Fig. 1: routing congestion
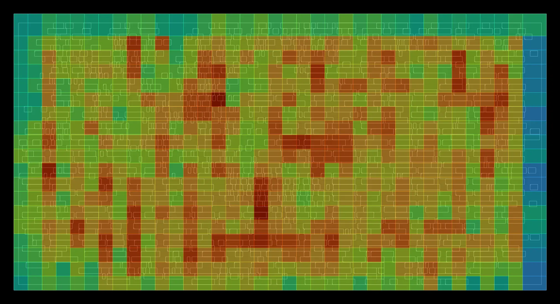
Fig. 2: wiring heat map
26 x 14 tiles, from white (low) to dark blue (high), scaled to the fullest tile. Values are wire area over tile area, all layers added.
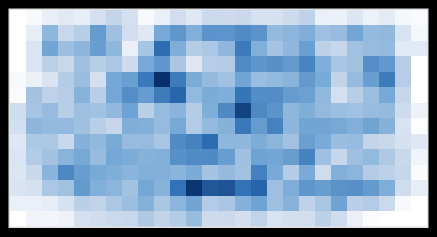
Fig. 3: M1 wires
Bar = 100 µm. Cells faint in the background.
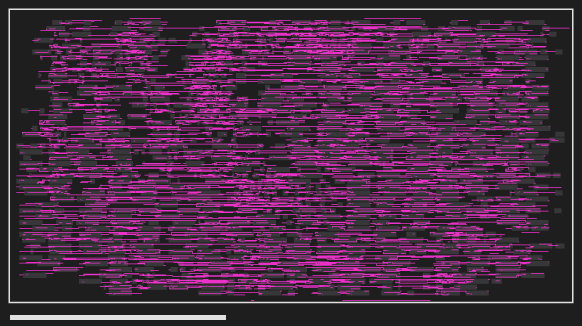
Fig. 4: a small window of the routed layout
Bar = 5 µm. Window x 185 to 205, y 91 to 111 µm. Cells in gray, sequential cells in the stronger gray; small squares are vias.
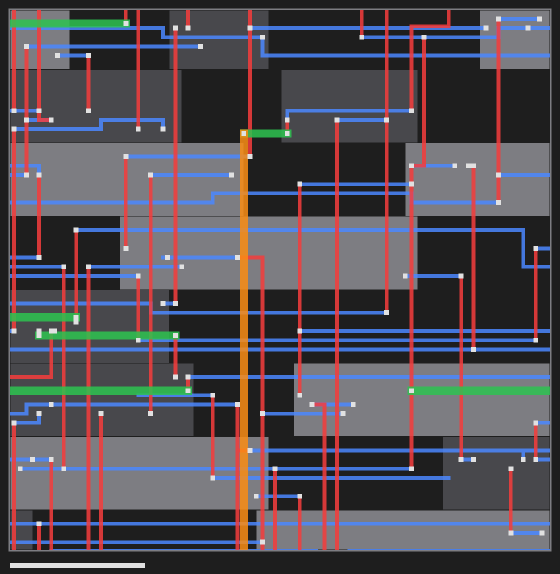
`src/rtl/pixel_stream_fifo_pkg.sv`:
```
// Shared packet geometry and helpers for the pixel packet buffer.
// Packet field order is {x, y, colour}, matching the i2c_slave read-out.
package pixel_stream_fifo_pkg;

  localparam int unsigned PIX_COORD_W  = 8;
  localparam int unsigned PIX_COLOUR_W = 3;

  // {push accepted, pop effective}
  typedef enum logic [1:0] {
    OP_IDLE = 2'b00,
    OP_POP  = 2'b01,
    OP_PUSH = 2'b10,
    OP_BOTH = 2'b11
  } fifo_op_e;

  function automatic int unsigned pkt_width(input int unsigned coord_w,
                                            input int unsigned colour_w);
    return 2 * coord_w + colour_w;
  endfunction

endpackage

```
`src/rtl/pixel_fifo_mem.sv`:
```
// Register-file storage for the pixel FIFO: one synchronous write port,
// one asynchronous read port.
module pixel_fifo_mem #(
  parameter int unsigned DEPTH = 16,
  parameter int unsigned WIDTH = 19
) (
  input  logic                     clk_i,
  input  logic                     we_i,
  input  logic [$clog2(DEPTH)-1:0] waddr_i,
  input  logic [WIDTH-1:0]         wdata_i,
  input  logic [$clog2(DEPTH)-1:0] raddr_i,
  output logic [WIDTH-1:0]         rdata_o
);

  logic [WIDTH-1:0] mem_q [DEPTH];

  always_ff @(posedge clk_i) begin
    if (we_i) mem_q[waddr_i] <= wdata_i;
  end

  assign rdata_o = mem_q[raddr_i];

endmodule

```
`src/rtl/pixel_stream_fifo.sv`:
```
// Pixel packet buffer between packet_generator and i2c_slave, with duplicate
// suppression, saturating drop/dup counters, high-water mark and flush.
module pixel_stream_fifo
  import pixel_stream_fifo_pkg::*;
#(
  parameter int unsigned COORD_W  = PIX_COORD_W,
  parameter int unsigned COLOUR_W = PIX_COLOUR_W,
  parameter int unsigned DEPTH    = 16,
  parameter int unsigned DEDUP    = 1,
  parameter int unsigned CNT_W    = 8
) (
  input  logic                     clk,
  input  logic                     rst,
  input  logic                     clear,
  input  logic                     push_valid,
  input  logic [COORD_W-1:0]       push_x,
  input  logic [COORD_W-1:0]       push_y,
  input  logic [COLOUR_W-1:0]      push_colour,
  input  logic                     pop,
  output logic                     head_valid,
  output logic [COORD_W-1:0]       head_x,
  output logic [COORD_W-1:0]       head_y,
  output logic [COLOUR_W-1:0]      head_colour,
  output logic [$clog2(DEPTH):0]   level,
  output logic [$clog2(DEPTH):0]   high_water,
  output logic [CNT_W-1:0]         drop_cnt,
  output logic [CNT_W-1:0]         dup_cnt
);

  localparam int unsigned AW = $clog2(DEPTH);
  localparam int unsigned LW = AW + 1;
  localparam int unsigned PW = pkt_width(COORD_W, COLOUR_W);
  localparam logic [LW-1:0] FULL_LVL = LW'(DEPTH);
  localparam logic [LW-1:0] ONE_LVL  = LW'(1);

  logic [PW-1:0]    pkt_in, rd_data;
  logic [PW-1:0]    head_q, head_d, last_q, last_d;
  logic             last_vld_q, last_vld_d;
  logic [AW-1:0]    wr_ptr_q, wr_ptr_d, rd_ptr_q, rd_ptr_d, rd_next;
  logic [LW-1:0]    level_q, level_d, hw_q, hw_d;
  logic [CNT_W-1:0] drop_q, drop_d, dup_q, dup_d;
  logic             empty, full, pop_eff, is_dup, push_acc, push_drop;
  fifo_op_e         op;

  assign pkt_in  = {push_x, push_y, push_colour};
  assign empty   = (level_q == '0);
  assign full    = (level_q == FULL_LVL);
  assign rd_next = rd_ptr_q + 1'b1;

  assign pop_eff   = pop && !empty;
  assign is_dup    = (DEDUP != 0) && last_vld_q && (pkt_in == last_q);
  assign push_acc  = push_valid && !is_dup && (!full || pop_eff);
  assign push_drop = push_valid && !is_dup && full && !pop_eff;
  assign op        = fifo_op_e'({push_acc, pop_eff});

  // Storage read is always the entry behind the head, so head_q can be
  // refilled on a pop without any path from pop to the head outputs.
  pixel_fifo_mem #(
    .DEPTH (DEPTH),
    .WIDTH (PW)
  ) u_mem (
    .clk_i   (clk),
    .we_i    (push_acc && !clear),
    .waddr_i (wr_ptr_q),
    .wdata_i (pkt_in),
    .raddr_i (rd_next),
    .rdata_o (rd_data)
  );

  always_comb begin
    head_d     = head_q;
    last_d     = last_q;
    last_vld_d = last_vld_q;
    wr_ptr_d   = wr_ptr_q;
    rd_ptr_d   = rd_ptr_q;
    level_d    = level_q;
    drop_d     = drop_q;
    dup_d      = dup_q;

    // With a single stored entry the new head has not been written yet,
    // so it is taken straight from the push inputs.
    unique case (op)
      OP_PUSH: begin
        level_d = level_q + 1'b1;
        if (empty) head_d = pkt_in;
      end
      OP_POP: begin
        level_d = level_q - 1'b1;
        if (level_q != ONE_LVL) head_d = rd_data;
      end
      OP_BOTH: begin
        head_d = (level_q == ONE_LVL) ? pkt_in : rd_data;
      end
      default: ;
    endcase

    if (push_acc) begin
      wr_ptr_d   = wr_ptr_q + 1'b1;
      last_d     = pkt_in;
      last_vld_d = 1'b1;
    end
    if (pop_eff) rd_ptr_d = rd_next;
    if (push_drop && (drop_q != '1)) drop_d = drop_q + 1'b1;
    if (is_dup && push_valid && (dup_q != '1)) dup_d = dup_q + 1'b1;

    hw_d = (level_d > hw_q) ? level_d : hw_q;

    if (clear) begin
      head_d     = '0;
      last_d     = '0;
      last_vld_d = 1'b0;
      wr_ptr_d   = '0;
      rd_ptr_d   = '0;
      level_d    = '0;
      hw_d       = '0;
      drop_d     = '0;
      dup_d      = '0;
    end
  end

  always_ff @(posedge clk or posedge rst) begin
    if (rst) begin
      head_q     <= '0;
      last_q     <= '0;
      last_vld_q <= 1'b0;
      wr_ptr_q   <= '0;
      rd_ptr_q   <= '0;
      level_q    <= '0;
      hw_q       <= '0;
      drop_q     <= '0;
      dup_q      <= '0;
    end else begin
      head_q     <= head_d;
      last_q     <= last_d;
      last_vld_q <= last_vld_d;
      wr_ptr_q   <= wr_ptr_d;
      rd_ptr_q   <= rd_ptr_d;
      level_q    <= level_d;
      hw_q       <= hw_d;
      drop_q     <= drop_d;
      dup_q      <= dup_d;
    end
  end

  assign head_valid  = !empty;
  assign head_x      = head_q[PW-1 -: COORD_W];
  assign head_y      = head_q[COLOUR_W +: COORD_W];
  assign head_colour = head_q[COLOUR_W-1:0];
  assign level       = level_q;
  assign high_water  = hw_q;
  assign drop_cnt    = drop_q;
  assign dup_cnt     = dup_q;

endmodule

```
`config.mk`:
```
export PLATFORM = sky130hd
export DESIGN_NAME = pixel_stream_fifo
export DESIGN_NICKNAME = d
export VERILOG_FILES = /design/src/rtl/pixel_stream_fifo_pkg.sv /design/src/rtl/pixel_fifo_mem.sv /design/src/rtl/pixel_stream_fifo.sv
export SDC_FILE = /design/constraint.sdc
export NUM_CORES = 1
export LEC_CHECK = 0
export ABC_CLOCK_PERIOD_IN_PS = 3950
export CELL_PAD_IN_SITES_DETAIL_PLACEMENT = 1
export CELL_PAD_IN_SITES_GLOBAL_PLACEMENT = 2
export CORE_AREA = 2 2 258 133
export CTS_BUF_LIST = sky130_fd_sc_hd__clkbuf_8
export CTS_CLUSTER_SIZE = 8
export DETAILED_ROUTE_END_ITERATION = 10
export DIE_AREA = 0 0 260 135
export HOLD_SLACK_MARGIN = 0.06
export PLACE_DENSITY_LB_ADDON = 0.1
export SLEW_MARGIN = 25
export SYNTH_ARGS = -nofsm -noshare
export SYNTH_HDL_FRONTEND = slang
export SYNTH_SLANG_ARGS = --single-unit
```
`constraint.sdc`:
```
create_clock -name clk -period 3.95 [get_ports clk]
set_input_delay 0.79 -clock clk [delete_from_list [all_inputs] [get_ports clk]]
set_output_delay 0.79 -clock clk [all_outputs]
set_load 0.01 [all_outputs]
```
==> results.toml <==
# flow metrics
[power]
p_switching_uw = 3603
power_uw = 11510
clock_power_share_pct = 24.6
ir_worst_vdd_mv = 0.3164

[drt]
firstDrtPassIters = 5
wl_met1_mm = 20.06
highest_layer = "met4"
drc = 0

[cts]
numCtsBuffers = 55
clkLatencyLatePin_ns = 0.61
cts_root_buf = "clkbuf_8"
cts_sinks = 377
cts_max_path_buffers = 3

[floorplan]
core-area_um2 = 32640
chipHeight_um = 135

[sta]
setup_ws_ns = 0.1389
hold_slack_ns = 0.5015

[final_layout]
largest_cell_class = "sequential cells"
comb_area_um2 = 4473
layout_top_cells = "edfxtp_1 (304), buf_4 (108), mux4_2 (93)"
clockBufferCount = 59
n_antenna_cell = 0

[critical_path]
critPathMaxFanout = 4
rr_startpoint = "level[1]"
cp.arrival_ns = 4.26
critPathLaunchType = "input pin"
cpMostUsedCell = "buf_4"
worstSetupPathDepth = 20
r2r_end = "high_water[2]"

[place]
placed_cell_area_um2 = 17550

[global_routing]
antenna_found_initial = 1
grt_use_met3_pct = 4.598

[yosys]
syn_inst = 871
synth_xor_xnor_area_share_pct = 2.482
edf_count = 304
syn_area_um2 = 15530
mux_share_pct = 15.24
avgSynthCellArea_um2 = 17.83

[job]
log.warning_count = 32

[status]
outcome = "finished, final reports clean"
Notes on Fig. 1 above:
Top Usage Layer GRT: met1
Final Core Density: 57.18%
met2 GRT Util: 37.00%

Notes on Fig. 2 above:
fullest tile: 0.52
mean over tiles: 0.19
emptiest ninth of the die: top left
tiles over half the peak: 24%
DR vias: 9,048
gr usage total: 25.11%

Notes on Fig. 3 above:
main direction: horizontal
longest straight run: 80.0 µm
wire length on this layer: 20.1 mm
nets with wire on the layer: 1,061
GR met1 Demand/Resource: 39.50%
Post-Route WL: 42.71 mm

Notes on Fig. 4 above:
legend:
  green:
    layer: met3
  red:
    layer: met2
  orange:
    layer: met4
  blue:
    layer: met1
cells with their middle in the window: 10
netlist names of flops here include: `u_mem.mem_q` (5)
sequential cells in the window: 5
most frequent: edfxtp_1 (5), mux4_2 (2)

